run_1/class_map.png
Drawn at 4 px/µm.
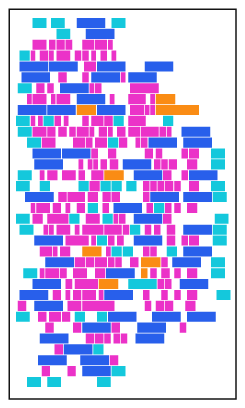
run_1/placed.png
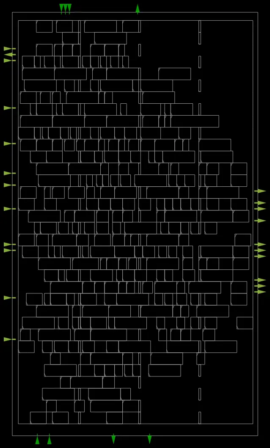
run_1/clock_wires.png
Drawn at 4 px/µm.
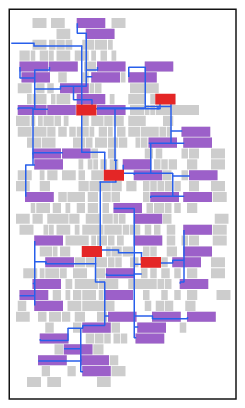
==> config.mk <==
export PLATFORM = sky130hd
export DESIGN_NAME = spi_slave
export DESIGN_NICKNAME = d
export VERILOG_FILES = /design/src/rtl/spi_pkg.sv /design/src/rtl/spi_sync_edge.sv /design/src/rtl/spi_slave.sv
export SDC_FILE = /design/constraint.sdc
export NUM_CORES = 1
export LEC_CHECK = 0
export CORE_ASPECT_RATIO = 1.75
export CORE_UTILIZATION = 45
export DETAILED_ROUTE_END_ITERATION = 7
export PLACE_DENSITY = 0.81
export SYNTH_ARGS = -nofsm -noshare
export SYNTH_HDL_FRONTEND = slang
export SYNTH_SLANG_ARGS = --single-unit
==> constraint.sdc <==
create_clock -name CLK -period 2.2 [get_ports CLK]
set_clock_uncertainty 0.15 [all_clocks]
set_input_delay 0.44 -clock CLK [delete_from_list [all_inputs] [get_ports CLK]]
set_output_delay 0.44 -clock CLK [all_outputs]
set_load 0.05 [all_outputs]
==> job_summary.md <==
### Metrics collected by this job

| Metric | Value |
|---|---|
| Status | `finished, final reports clean` |
| Largest buffer count on any clock path | `2` |
| GRT Max-Usage Layer | `met2` |
| Final critical-path share of the clock period | `94.1%` |
| Vertical die dimension | `97.1 µm` |
| CTS Hold Buffers Added | `0` |
| First DRT Iteration DRCs | `67` |
| Distinct cell type count after synthesis | `44` |
| Relative slew slack | `67.2%` |
| Number of antenna violations at the first check in global routing | `0` |
| Endpoint type of the worst setup path | `output pin` |
| First-pass GRT wire length | `8240 µm` |
| Multi-input gate area | `1180 µm²` |
| Most used cells in the layout excluding fill and tap cells | `sky130_fd_sc_hd__dfxtp_1, sky130_fd_sc_hd__a21oi_1, sky130_fd_sc_hd__clkdlybuf4s50_1, sky130_fd_sc_hd__buf_4, sky130_fd_sc_hd__nor2_1` |
| Tightest Pin Transition | `0.479 ns` |
| Average wire length per cell after detail routing | `13.5 µm` |
| Part of the power in registers | `51.8%` |
| Top cell type's share of synthesized area | `43.9%` |
| Most frequent standard cell in the layout excluding fill and tap cells | `sky130_fd_sc_hd__dfxtp_1` |
| Met3 routing resource usage after global routing | `3.33%` |
| Post-route antenna net violation count | `0` |
| Setup TNS after final layout | `0 ns` |
| Number of design rule violations left after detail routing | `0` |
| Final critical path time including I/O delays and setup | `2.07 ns` |
| Post-Synthesis Net Count | `277` |
| Final setup violating endpoints | `0` |
| Global routing met1 resource utilization | `20.5%` |
| Number of levels in the clock H-tree | `2` |
| Path category of the worst min-delay check | `flop to flop` |
| Post-Place Cell Area | `2780 µm²` |
| Number of max-capacitance violations reported | `0` |
| Number of warning messages in the logs | `27` |
| Switching Share | `23.6%` |
| Post-Syn Instances | `257` |
| Areal power density over the cells | `647 nW/µm²` |
| Reg area | `1020 µm²` |
| TritonCTS clock tree | `yes` |
| Post CTS Setup Buffer Count | `0` |
| Mapped Avg Cell Area | `9.05 µm²` |
| Vias per Instance | `5.69` |
| Setup CP Type | `flop to output pin` |
| Chip area line of the yosys report | `2320 µm²` |
| Clock tree sinks | `51` |
| Unrepaired setup endpoints after global routing | `false` |
| Leading area contributor after synthesis | `sky130_fd_sc_hd__dfxtp_1` |
| Clock buffers created by TritonCTS | `5` |
| Leakage power figure | `1.06 nW` |
| Number of iterations in the first detailed-routing pass | `4` |
| Cell-internal power | `1.43 mW` |
| Max Clk Rate | `0.483 GHz` |
| Max Slew Vio Count | `0` |
| Seq share, synth | `43.9%` |
| Critical path depth | `1` |
| Diodes inserted | `0` |
| Cell chosen for the clock root | `sky130_fd_sc_hd__clkbuf_8` |
| Placed wire-length estimate | `3590 µm` |
| Count of placed standard cells including taps | `345` |
| Via count of the first global-routing pass | `1900` |
| Horizontal die size | `56.3 µm` |
| Die Size | `5470 µm²` |
| Setup slack at placement | `-0.114 ns` |
| Largest net degree at the start of global routing | `24` |
| Initial standard-cell utilization of the core | `46.7%` |
| Worst-case hold slack | `0.269 ns` |
| Delay of the slowest cell on the worst path | `0.81 ns` |
| Part of the power in combinational logic | `12.9%` |
| Layout Nets | `318` |
| R2R Setup Slk | `0.18 ns` |
| Cell types occupying the most area after synthesis | `sky130_fd_sc_hd__dfxtp_1, sky130_fd_sc_hd__a21oi_1, sky130_fd_sc_hd__mux2i_1` |
| Data required, critical path | `1.61 ns` |
| Cell depth of the worst hold path | `1` |
| Bufs and invs on worst path | `1` |
| Final hold viol count | `0` |
| Synth Warn # | `0` |
| Met2 Usage GRT | `33.6%` |
| Top Ports | `30` |
| Total power draw | `1.87 mW` |
| Synthesized cell area | `2320 µm²` |
| Cell with the largest stage delay on the worst path | `sky130_fd_sc_hd__clkdlybuf4s50_1` |
| Worst setup SP type | `flop` |
| Worst-case setup margin in the final layout | `0.131 ns` |
| Max VDD drop | `0.623 mV` |
| Placer congestion estimate | `0.809` |
| Total grt overflow | `0` |
| Post-CTS sizing | `0` |
| Clock slew at reported path FFs | `0.09 ns` |
| Overall global routing resource usage | `18.6%` |
| Reported net switching power | `443 µW` |
| Arrival time of the worst setup path | `1.48 ns` |
| Largest driver fanout on the critical path | `3` |
| Fraction of layout cells with a size suffix above 1 | `14.4%` |
| Top cell family by delay on the critical path | `buffers and inverters` |
| Area growth from synthesis to final layout | `24.6%` |
| Flops after synth | `51` |
| Post-synthesis cell count from yosys | `257` |
| Input/output buffers | `29` |
| R2R depth | `6` |
| Total via count in the routed design | `2008` |
| Detailed-route wire length | `4780 µm` |
| List of cells traversed by the critical path | `clkdlybuf4s50_1` |
Back to the opening pictures, class_map.png:
blue -> sequential cells  # cells 51
orange -> clock drivers and dummy loads  # cells 8
cyan -> remaining buffers and delay cells  # cells 51
magenta -> remaining logic cells  # cells 189
finished layout cell area: 2900 µm²
core occupancy in the finished layout: 58.2%
fraction of area in registers: 35.2%
core box area: 4980 µm²
Placement Rows: 34

Back to the opening pictures, placed.png:
count of inserted tapcells: 54
Flop Count: 51
Final Non-Filler Cells: 353
filler cell count in the final layout: 456

Back to the opening pictures, clock_wires.png:
blue -> clock wires  # length 539 µm
red -> clock-net drivers  # count 5
purple -> flip-flops  # count 51
routed clock nets = 6
Clock Power Share: 35.3%
Clock Latency Late Sink: 0.30 ns
clock distribution power: 661 µW

-- run 1: Yosys cell counts (all sizes together) --
cell type  count
dfxtp         51
a21oi         28
nor2          15
mux2i         14
nand3         14
buf           12
inv           12
nor2b         11
o21ai         10
o31ai         10
nand2          8
nand4          8
and3           6
o221ai         6
clkbuf         5
nand2b         5
nor3           5
nor4           5
ha             4
a31oi          3
or2            3
a2bb2o         2
nand3b         2
o2bb2ai        2
or3            2
a211o          1
a41oi          1
and3b          1
clkinv         1
nor3b          1
nor4b          1
o211ai         1
o21bai         1
o22ai          1
o311ai         1
or4            1
or4b           1
xnor2          1
xor2           1
-- run 1: power by group through the flow --
stage               combinational [mW]  clock, mW  sequential (mW)
global placement                 0.235          0            0.990
CTS                              0.241      0.679            0.970
detailed placement               0.241          0            0.991
finish                           0.242      0.661            0.970
floorplan                        0.149          0            0.991
global route                     0.263      0.707            0.975
-- run 1: cells by family after synthesis --
kind of cell,Yosys count,synth area share [%]
buf+inv,30,5.60
xor+xnor,2,1.40
simple gates,89,21.5
flops,51,43.9
fa+ha+maj,4,2.15
compound gates,67,18.8
mux,14,6.57
-- run 1: area by class of cell --
class	count	share of cell area, %
multi-input cells	176	40.6
flip-flops and latches	51	35.2
repair buffers	51	16.1
clock buffers	6	2.85
well taps	54	2.33
inverters	13	1.68
clock inverters	2	1.21
-- run 1: routing by layer --
layer | vias up | wire, µm
li1 | 1011 | -
met1 | 930 | 1930
met2 | 53 | 2580
met3 | 14 | 143
met4 | 0 | 125
met5 | - | 0
Power figures rest on the tool's default switching activity, not on a simulated workload.
